--- src/rtl/fetch_ctrl_pkg.sv ---
// -----------------------------------------------------------------------------
// fetch_ctrl_pkg
//   Types and constants shared by the instruction-fetch controller.
//   Contents:
//     fetch_state_t  fetch sequencer states {IDLE, REQ, SKID}
//     INSTR_BYTES    bytes per instruction word (sequential PC step)
//     JIDX_W         width of the j-type target index field
//     next_pc()      sequential successor of a PC, 32-bit wrap
// -----------------------------------------------------------------------------
package fetch_ctrl_pkg;

    typedef enum logic [1:0] {
        IDLE = 2'd0,
        REQ  = 2'd1,
        SKID = 2'd2
    } fetch_state_t;

    localparam int INSTR_BYTES = 4;
    localparam int JIDX_W      = 26;

    // 0xFFFF_FFFC rolls over to 0 by plain modulo arithmetic.
    function automatic logic [31:0] next_pc(input logic [31:0] pc);
        return pc + 32'(INSTR_BYTES);
    endfunction

endpackage

--- src/rtl/fetch_ctrl_if.sv ---
// -----------------------------------------------------------------------------
// fetch_ctrl_if
//   Request/ready bus between the fetch controller and instruction memory.
//   Signals:
//     imem_req    fetch request, held with a stable address until imem_ready
//     imem_addr   fetch byte address
//     imem_ready  imem_rdata valid; completes the request in this cycle
//     imem_rdata  fetched instruction word
//   Modports:
//     master  fetch controller side
//     slave   instruction memory side
// -----------------------------------------------------------------------------
interface fetch_ctrl_if;
    logic        imem_req;
    logic [31:0] imem_addr;
    logic        imem_ready;
    logic [31:0] imem_rdata;

    modport master (
        output imem_req,
        output imem_addr,
        input  imem_ready,
        input  imem_rdata
    );

    modport slave (
        input  imem_req,
        input  imem_addr,
        output imem_ready,
        output imem_rdata
    );
endinterface

--- src/rtl/fetch_target.sv ---
// -----------------------------------------------------------------------------
// fetch_target
//   Combinational redirect decision and target computation for decode-side
//   control transfers.
//   Ports:
//     stall        in   decode stalled; suppresses any redirect
//     jump         in   j-type instruction in decode (wins over beq)
//     branch       in   beq in decode
//     compare_zero in   beq operands equal
//     pc_hi        in   if_pc[31:28], region bits kept by a jump
//     pc_add_4     in   if_pc + 4, base of the beq offset
//     beq_ext_imm  in   sign-extended beq word offset
//     jump_idx     in   j-type target word index
//     redirect     out  take target this cycle
//     target       out  selected redirect byte address
// -----------------------------------------------------------------------------
module fetch_target
    import fetch_ctrl_pkg::*;
(
    input  logic                stall,
    input  logic                jump,
    input  logic                branch,
    input  logic                compare_zero,
    input  logic [3:0]          pc_hi,
    input  logic [31:0]         pc_add_4,
    input  logic signed [31:0]  beq_ext_imm,
    input  logic [JIDX_W-1:0]   jump_idx,
    output logic                redirect,
    output logic [31:0]         target
);
    logic [31:0] jump_target;
    logic [31:0] beq_target;

    assign jump_target = {pc_hi, jump_idx, 2'b00};
    // Word offset scaled to bytes; the sum wraps modulo 2^32.
    assign beq_target  = pc_add_4 + $unsigned(beq_ext_imm <<< 2);

    assign redirect = !stall && (jump || (branch && compare_zero));
    assign target   = jump ? jump_target : beq_target;
endmodule

--- src/rtl/fetch_ctrl.sv ---
// -----------------------------------------------------------------------------
// fetch_ctrl
//   Instruction fetch sequencer: owns the PC, issues req/ready fetches to
//   instruction memory, fills the IF/ID register and applies jump/beq
//   redirects coming back from decode.
//   Parameters:
//     RESET_PC  PC of the first fetch after reset
//     PERF_W    perf counter width (only with NPC_PERF_EN)
//   Ports:
//     clk, rst                 clock, synchronous active-high reset
//     stall                    decode cannot accept IF/ID; hold if_* outputs
//     jump, branch             decode control-transfer indications
//     compare_zero             beq operands equal
//     beq_ext_imm              sign-extended beq word offset
//     jump_ins_add             jump instruction word, [25:0] = target index
//     imem                     fetch_ctrl_if.master request/ready bus
//     if_valid, if_pc,
//     if_pc_add_4, if_instr    IF/ID register towards decode
//     perf_fetch, perf_stall,
//     perf_redirect            event counters (only with NPC_PERF_EN)
//   Configuration macro:
//     NPC_PERF_EN  adds the PERF_W parameter and the three perf counters.
// -----------------------------------------------------------------------------
module fetch_ctrl
    import fetch_ctrl_pkg::*;
#(
    parameter logic [31:0] RESET_PC = 32'h0000_3000
`ifdef NPC_PERF_EN
    ,
    parameter int PERF_W = 32
`endif
) (
    input  logic               clk,
    input  logic               rst,
    input  logic               stall,
    input  logic               jump,
    input  logic               branch,
    input  logic               compare_zero,
    input  logic signed [31:0] beq_ext_imm,
    input  logic [31:0]        jump_ins_add,
    fetch_ctrl_if.master       imem,
    output logic               if_valid,
    output logic [31:0]        if_pc,
    output logic [31:0]        if_pc_add_4,
    output logic [31:0]        if_instr
`ifdef NPC_PERF_EN
    ,
    output logic [PERF_W-1:0]  perf_fetch,
    output logic [PERF_W-1:0]  perf_stall,
    output logic [PERF_W-1:0]  perf_redirect
`endif
);
    fetch_state_t state, state_d;

    logic [31:0] pc_q, pc_d;
    logic        kill_q, kill_d;
    logic [31:0] redir_q, redir_d;
    logic [31:0] skid_instr;
    logic [31:0] skid_pc;

    logic        redirect;
    logic [31:0] target;
    logic        done;
    logic        take_mem;
    logic        take_skid;
    logic        skid_ld;

    // Upper opcode bits of the jump word carry no target information.
    logic        unused_jump_hi;
    assign unused_jump_hi = ^jump_ins_add[31:JIDX_W];

    assign if_pc_add_4 = next_pc(if_pc);

    fetch_target u_target (
        .stall        (stall),
        .jump         (jump),
        .branch       (branch),
        .compare_zero (compare_zero),
        .pc_hi        (if_pc[31:28]),
        .pc_add_4     (if_pc_add_4),
        .beq_ext_imm  (beq_ext_imm),
        .jump_idx     (jump_ins_add[JIDX_W-1:0]),
        .redirect     (redirect),
        .target       (target)
    );

    // Address stays at pc_q for the whole life of a request.
    assign imem.imem_req  = (state == REQ);
    assign imem.imem_addr = pc_q;
    assign done           = (state == REQ) && imem.imem_ready;

    always_comb begin
        state_d   = state;
        pc_d      = pc_q;
        kill_d    = kill_q;
        redir_d   = redir_q;
        take_mem  = 1'b0;
        take_skid = 1'b0;
        skid_ld   = 1'b0;

        case (state)
            IDLE: state_d = REQ;

            REQ: begin
                if (imem.imem_ready) begin
                    if (redirect) begin
                        // The word just returned is on the wrong path.
                        pc_d   = target;
                        kill_d = 1'b0;
                    end else if (kill_q) begin
                        // Request issued before an earlier redirect: drop it.
                        pc_d   = redir_q;
                        kill_d = 1'b0;
                    end else if (!stall) begin
                        take_mem = 1'b1;
                        pc_d     = next_pc(pc_q);
                    end else begin
                        // IF/ID is frozen: park the word so it is not lost.
                        skid_ld = 1'b1;
                        pc_d    = next_pc(pc_q);
                        state_d = SKID;
                    end
                end else if (redirect) begin
                    // Outstanding request cannot be aborted; mark it for discard.
                    kill_d  = 1'b1;
                    redir_d = target;
                end
            end

            SKID: begin
                if (!stall) begin
                    state_d = REQ;
                    if (redirect) begin
                        pc_d = target;
                    end else begin
                        take_skid = 1'b1;
                    end
                end
            end

            default: state_d = IDLE;
        endcase
    end

    // ---- state / IF-ID register boundary ----
    always_ff @(posedge clk) begin
        if (rst) begin
            state    <= IDLE;
            pc_q     <= RESET_PC;
            kill_q   <= 1'b0;
            if_valid <= 1'b0;
            if_pc    <= '0;
            if_instr <= '0;
        end else begin
            state  <= state_d;
            pc_q   <= pc_d;
            kill_q <= kill_d;
            if (take_mem) begin
                if_valid <= 1'b1;
                if_pc    <= pc_q;
                if_instr <= imem.imem_rdata;
            end else if (take_skid) begin
                if_valid <= 1'b1;
                if_pc    <= skid_pc;
                if_instr <= skid_instr;
            end else if (!stall) begin
                // Consumed with nothing new (or squashed by a redirect): bubble.
                if_valid <= 1'b0;
            end
        end
    end

    always_ff @(posedge clk) begin
        redir_q <= redir_d;
        if (skid_ld) begin
            skid_instr <= imem.imem_rdata;
            skid_pc    <= pc_q;
        end
    end

`ifdef NPC_PERF_EN
    always_ff @(posedge clk) begin
        if (rst) begin
            perf_fetch    <= '0;
            perf_stall    <= '0;
            perf_redirect <= '0;
        end else begin
            if (done && !redirect && !kill_q) perf_fetch <= perf_fetch + 1'b1;
            if (stall)                        perf_stall <= perf_stall + 1'b1;
            if (redirect)                     perf_redirect <= perf_redirect + 1'b1;
        end
    end
`endif

endmodule

--- src/flat_wrapper.sv ---
// flat-port wrapper written by rule: the top's interface ports become plain ports
module fetch_ctrl_flat import fetch_ctrl_pkg::*;
#(
    parameter logic [31:0] RESET_PC = 32'h0000_3000

)
  (clk, rst, stall, jump, branch, compare_zero, beq_ext_imm, jump_ins_add, if_valid, if_pc, if_pc_add_4, if_instr, imem_imem_req, imem_imem_addr, imem_imem_ready, imem_imem_rdata);
  fetch_ctrl_if imem_i ();
  input  logic clk;
  input  logic rst;
  input  logic stall;
  input  logic jump;
  input  logic branch;
  input  logic compare_zero;
  input  logic signed [31:0] beq_ext_imm;
  input  logic [31:0] jump_ins_add;
  output logic if_valid;
  output logic [31:0] if_pc;
  output logic [31:0] if_pc_add_4;
  output logic [31:0] if_instr;
  output wire logic [$bits(imem_i.imem_req)-1:0] imem_imem_req;
  output wire logic [$bits(imem_i.imem_addr)-1:0] imem_imem_addr;
  input wire logic [$bits(imem_i.imem_ready)-1:0] imem_imem_ready;
  input wire logic [$bits(imem_i.imem_rdata)-1:0] imem_imem_rdata;
  assign imem_imem_req = imem_i.imem_req;
  assign imem_imem_addr = imem_i.imem_addr;
  assign imem_i.imem_ready = imem_imem_ready;
  assign imem_i.imem_rdata = imem_imem_rdata;
  fetch_ctrl #(.RESET_PC(RESET_PC)) u_core (.clk(clk), .rst(rst), .stall(stall), .jump(jump), .branch(branch), .compare_zero(compare_zero), .beq_ext_imm(beq_ext_imm), .jump_ins_add(jump_ins_add), .imem(imem_i), .if_valid(if_valid), .if_pc(if_pc), .if_pc_add_4(if_pc_add_4), .if_instr(if_instr));
endmodule
--- config.mk ---
export PLATFORM = sky130hd
export DESIGN_NAME = fetch_ctrl_flat
export DESIGN_NICKNAME = d
export VERILOG_FILES = /design/src/rtl/fetch_ctrl_pkg.sv /design/src/rtl/fetch_ctrl_if.sv /design/src/rtl/fetch_target.sv /design/src/rtl/fetch_ctrl.sv /design/src/flat_wrapper.sv
export SDC_FILE = /design/constraint.sdc
export NUM_CORES = 1
export LEC_CHECK = 0
export CAP_MARGIN = 20
export CORE_MARGIN = 3
export CORE_UTILIZATION = 50
export CTS_BUF_LIST = sky130_fd_sc_hd__clkbuf_16
export DETAILED_ROUTE_END_ITERATION = 8
export HOLD_SLACK_MARGIN = 0.03
export PLACE_DENSITY_LB_ADDON = 0.2
export SYNTH_ARGS = -nofsm -noshare
export SYNTH_HDL_FRONTEND = slang
export SYNTH_HIERARCHICAL = 1
export SYNTH_SLANG_ARGS = --single-unit
export TNS_END_PERCENT = 10
--- constraint.sdc ---
create_clock -name clk -period 15.4 [get_ports clk]
set_input_delay 3.08 -clock clk [delete_from_list [all_inputs] [get_ports clk]]
set_output_delay 3.08 -clock clk [all_outputs]
set_load 0.05 [all_outputs]
Run 1, track usage over the die:
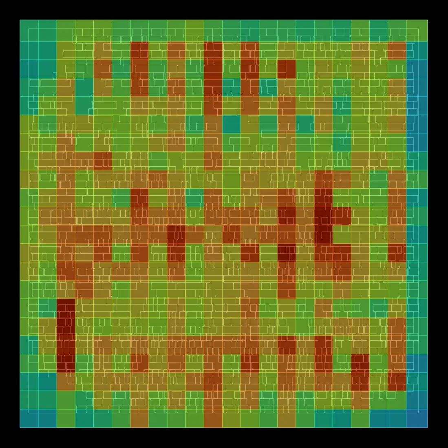
M3 GR Usage: 0.0507
gr busiest metal: met2
GR Util met2: 0.423

Run 1, routed clock nets over the placement:
Bar = 50 um.
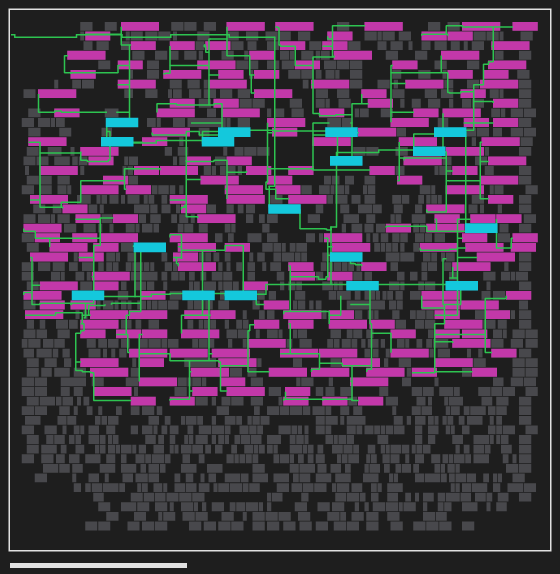
Cyan shows clock drivers, count 17. Magenta shows flip-flops, count 196. Green shows clock wires, length 2180 um.
There are 18 routed clock nets.

Run 1, routed metal, one color a layer:
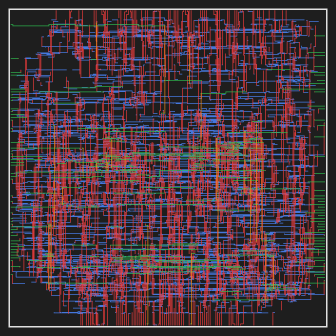
Red shows metal 2, wire length 15300 um. Blue shows metal 1, wire length 13100 um. Green shows metal 3, wire length 2270 um. Orange shows metal 4, wire length 666 um.

==> impl_metrics.tcl, run 1 <==
# implementation run metrics
set metrics [dict create \
    outcome "finished clean" \
    antennaDiodeCount 0 \
    flop-count 196 \
    synth_area_per_cell_um2 9.60 \
    path_max_fanout 4 \
    synth_chip_area_mm2 0.0108 \
    ant_nets 0 \
    initial_utilization 0.512 \
    htreeDepth 4 \
    yosys_warnings 6 \
    dominant_cells "combinational gates" \
    p_sw_mw 0.402 \
    wirelength_mm 31.3 \
    synthCells 1124 \
    cp.required_ns 15.67 \
    path_buffers 1 \
    layout.nonclk_buf_frac 0.170 \
    drc 0 \
    core_area_mm2 0.0211 \
    fp-row-count 53 \
    p_int_mw 0.929 \
    comb_area_share 0.401 \
    grt_overflow 0 \
    num_vias 9709 \
    synthArstFlopShare 0 \
    holdPathStages 1 \
    r2r_end "u_core/imem.imem_addr[30]$_SDFFE_PP0P_" \
    synth_area_mm2 0.0108 \
    crit_arrival_ns 6.80 \
    grt_pass1_wl_mm 48.8 \
    clk_latency_ns 0.43 \
    hold_start "u_core/state[0]$_SDFFE_PP0P_" \
    tightestPinTransition_ns 0.995 \
    slew-limit-headroom 0.334 \
    antenna_found_initial 0 \
    p_leak_nw 4.75 \
    cp_num_cells 11 \
    root_buffer "clkbuf_16" \
    critPathCapture "u_core/imem.imem_addr[28]$_SDFFE_PP0P_" \
]
run 1: synth_stat cells, types with 4 or more instances:
master / instances / share of area
nand3_1: 43 / 0.020
nor3_1: 22 / 0.010
or4_1: 5 / 0.0035
a31o_2: 5 / 0.0041
nor2_1: 112 / 0.039
xor2_1: 22 / 0.018
nand4_1: 24 / 0.014
a21oi_1: 54 / 0.025
mux2i_1: 64 / 0.059
o211ai_1: 14 / 0.0097
ha_1: 31 / 0.036
nor4_1: 8 / 0.0046
inv_1: 14 / 0.0049
edfxtp_1: 96 / 0.27
and2_1: 6 / 0.0035
dfxtp_1: 100 / 0.19
buf_4: 5 / 0.0035
and3_1: 22 / 0.013
nand2b_1: 5 / 0.0029
o311ai_0: 4 / 0.0032
a21o_1: 16 / 0.011
nor2b_1: 6 / 0.0035
xnor2_1: 33 / 0.027
o21bai_1: 6 / 0.0042
buf_2: 10 / 0.0046
a311oi_1: 7 / 0.0057
o31a_1: 6 / 0.0049
o21ai_0: 57 / 0.026
a211oi_1: 72 / 0.050
o21a_1: 4 / 0.0028
clkbuf_1: 56 / 0.019
a31oi_1: 10 / 0.0058
nor3b_1: 4 / 0.0028
nand2_1: 93 / 0.032
a221oi_1: 9 / 0.0073
o311a_1: 4 / 0.0037
o31ai_1: 8 / 0.0056
and4_1: 11 / 0.0089
or3_1: 5 / 0.0029
run 1: routing by layer:
metal,part of all wire,GRT usage,vias up
li1,-,-,4606
met1,0.42,0.355,4618
met2,0.49,0.423,434
met3,0.073,0.0507,51
met4,0.021,0.0658,0
met5,0,0,-
run 1: power groups by stage:
stage	clock, mW	sequential (mW)	combinational, mW
after global routing	0.489	0.600	0.294
final	0.459	0.596	0.276
after CTS	0.468	0.596	0.275
after global placement	0	0.607	0.270
after detailed placement	0	0.608	0.273
after floorplan	0	0.648	0.131
run 1: kinds of logic (layout without fill, tap and decap cells):
logic type,count (synthesis),count (layout),share of synthesized area
AOI/OAI and AO/OA,304,304,0.195
xor gates and xnor gates,55,55,0.0447
adders and majority gates,32,32,0.0378
buffers and inverters,93,286,0.0368
DFF,196,196,0.453
muxes,66,66,0.0615
and+or+nand+nor,378,378,0.172
run 1: placed cells by master (no fill, tap or decap), types with 18 or more instances in the layout:
cell type	synthesis	layout
a211oi_1	72	72
a21oi_1	54	54
and3_1	22	22
clkbuf_16	0	18
clkdlybuf4s50_1	0	222
dfxtp_1	100	100
edfxtp_1	96	96
ha_1	31	31
mux2i_1	64	64
nand2_1	93	93
nand3_1	43	43
nand4_1	24	24
nor2_1	112	109
nor3_1	22	22
o21ai_0	57	57
xnor2_1	33	33
xor2_1	22	22
run 1: stage by stage:
stage	total power [mW]	cells	hold WS [ns]	cell area, um2	worst slack [ns]
2_1_floorplan	0.779	1124	0.443	10800	8.08
3_3_place_gp	0.877	1560	0.456	13200	8.56
3_5_place_dp	0.881	1560	0.476	13200	8.52
4_1_cts	1.34	1592	0.486	13800	8.97
5_1_grt	1.38	1592	0.522	13800	8.72
6_report	1.33	1592	0.487	13800	8.87
Run 1, M3 wires:
Bar = 50 um.
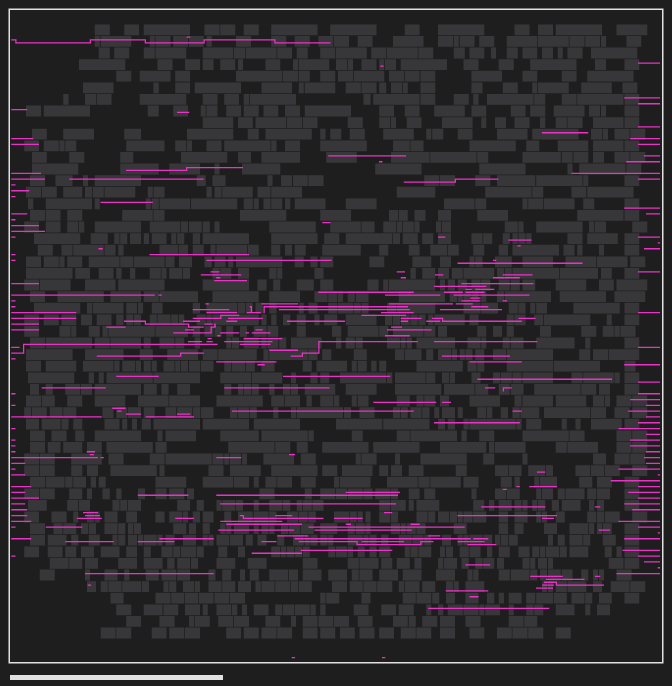

==> run 2, diff against run 1 <==
CORE_UTILIZATION = 47   (was 50)
clock period = 5.3 ns   (was 15.4 ns; I/O delays follow)
Run 2, M3 wires:
Bar = 50 um.
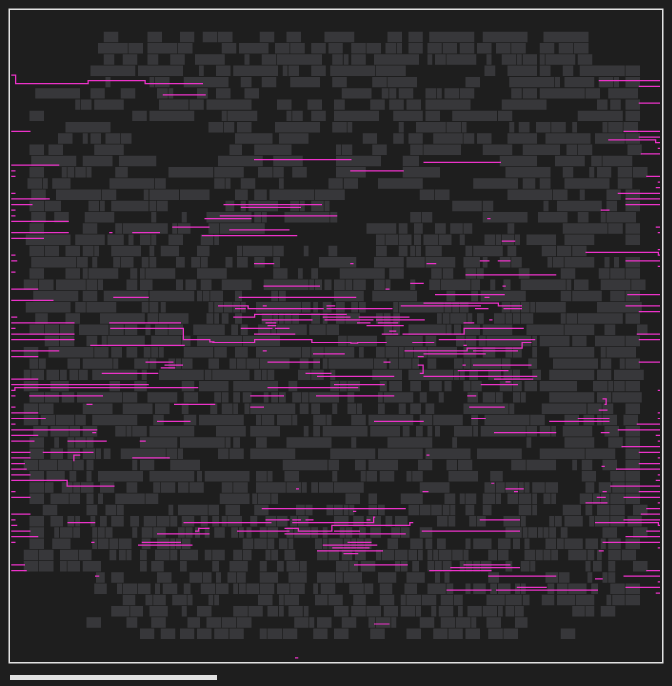
The layer holds 7.1% of the routed length. 206 nets have wire on it.

Run 2, routed metal, one color a layer:
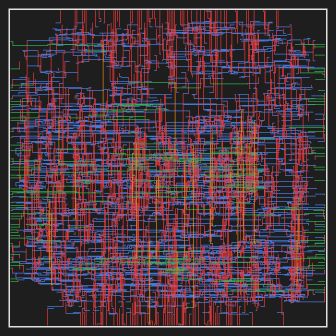
Green shows metal 3, wire length 2240 um. Orange shows metal 4, wire length 837 um. Red shows metal 2, wire length 14700 um. Blue shows metal 1, wire length 13900 um.

==> run 2 against run 1 <==
Combinational power went up to 2.9 times the previous value. Power rose to 2.9 times the previous value. Via count is 0.39% lower. Worst setup slack got worse by 8.3 ns. Synthesized cell count did not move. Critical path depth rose by 5. Non-clock buffer count increased by 5. Clock-buffer cell count decreased by 1. Global-route usage decreased by 0.92 points. Sequential share of layout area is essentially flat. First-iteration DRC count up 3.6%. Critical path type is now flop to flop.
==> impl_metrics.tcl, run 2 <==
# implementation run metrics
set metrics [dict create \
    top_cell "nor2_1" \
    path_max_fanout 9 \
    area_leaders "edfxtp_1 (27%), dfxtp_1 (19%), mux2i_1 (5.9%)" \
    drc 0 \
    path_buffers 0 \
    wirelength_mm 31.7 \
    htreeDepth 4 \
    synth_chip_area_mm2 0.0108 \
    fp-row-count 54 \
    crit_arrival_ns 5.01 \
    clk_latency_ns 0.43 \
    synthArstFlopShare 0 \
    antennaDiodeCount 0 \
    initial_utilization 0.487 \
    design_area_mm2 0.0138 \
    synth_area_per_cell_um2 9.60 \
    common_cells "nor2_1 (112), dfxtp_1 (100), edfxtp_1 (96), nand2_1 (93), a211oi_1 (72)" \
    yosys.area.top_type_share 0.267 \
    outcome "finished clean" \
    root_buffer "clkbuf_16" \
]
## run 2: cell counts after synthesis
Identical to the previous run, type by type.
## run 2: worst max path at each step
stage	depth (start not counted)	to	startpoint
3_3_place_gp	14	u_core/imem.imem_addr[30]$_SDFFE_PP0P_	beq_ext_imm[0]
2_1_floorplan	18	u_core/imem.imem_addr[30]$_SDFFE_PP0P_	u_core/if_pc[4]$_SDFFE_PP0P_
6_report	16	u_core/imem.imem_addr[30]$_SDFFE_PP0P_	u_core/if_pc[2]$_SDFFE_PP0P_
3_5_place_dp	14	u_core/imem.imem_addr[30]$_SDFFE_PP0P_	beq_ext_imm[0]
4_1_cts	16	u_core/imem.imem_addr[30]$_SDFFE_PP0P_	u_core/if_pc[4]$_SDFFE_PP0P_
5_1_grt	14	u_core/imem.imem_addr[27]$_SDFFE_PP0P_	u_core/if_pc[2]$_SDFFE_PP0P_
## run 2: layer usage
metal,track usage,wire (um),up-vias
li1,-,-,4626
met1,0.342,13900,4584
met2,0.399,14700,406
met3,0.0437,2240,55
met4,0.0839,837,0
met5,0,0,-
## run 2: layout make-up
class / instances / area share
inverters: 16 / 0.00436
clock buffers: 17 / 0.0309
flip-flops and latches: 196 / 0.354
multi-input cells: 835 / 0.401
well taps: 280 / 0.0254
repair buffers: 243 / 0.173
clock inverters: 15 / 0.0106
## run 2: kinds of logic after synthesis
logic type	synth area share
AND/OR/NAND/NOR	0.172
adder cells (fa/ha/maj)	0.0378
buffers and inverters	0.0368
multiplexers	0.0615
AND-OR/OR-AND	0.195
XOR/XNOR	0.0447
flip-flops	0.453
## run 2: where the power goes
group          total (mW)  leakage, nW  internal, mW  switching (mW)
logic               0.807         2.79         0.305           0.502
registers            1.73         1.69          1.66          0.0746
clock network        1.25        0.270         0.659           0.595
## run 2: stage by stage
stage | instances | setup slack, ns
floorplan | 1124 | 0.256
global placement | 1570 | 0.739
detailed placement | 1570 | 0.677
CTS | 1602 | 0.662
global route | 1602 | 0.271
finish | 1602 | 0.606
Power figures rest on the tool's default switching activity, not on a simulated workload.
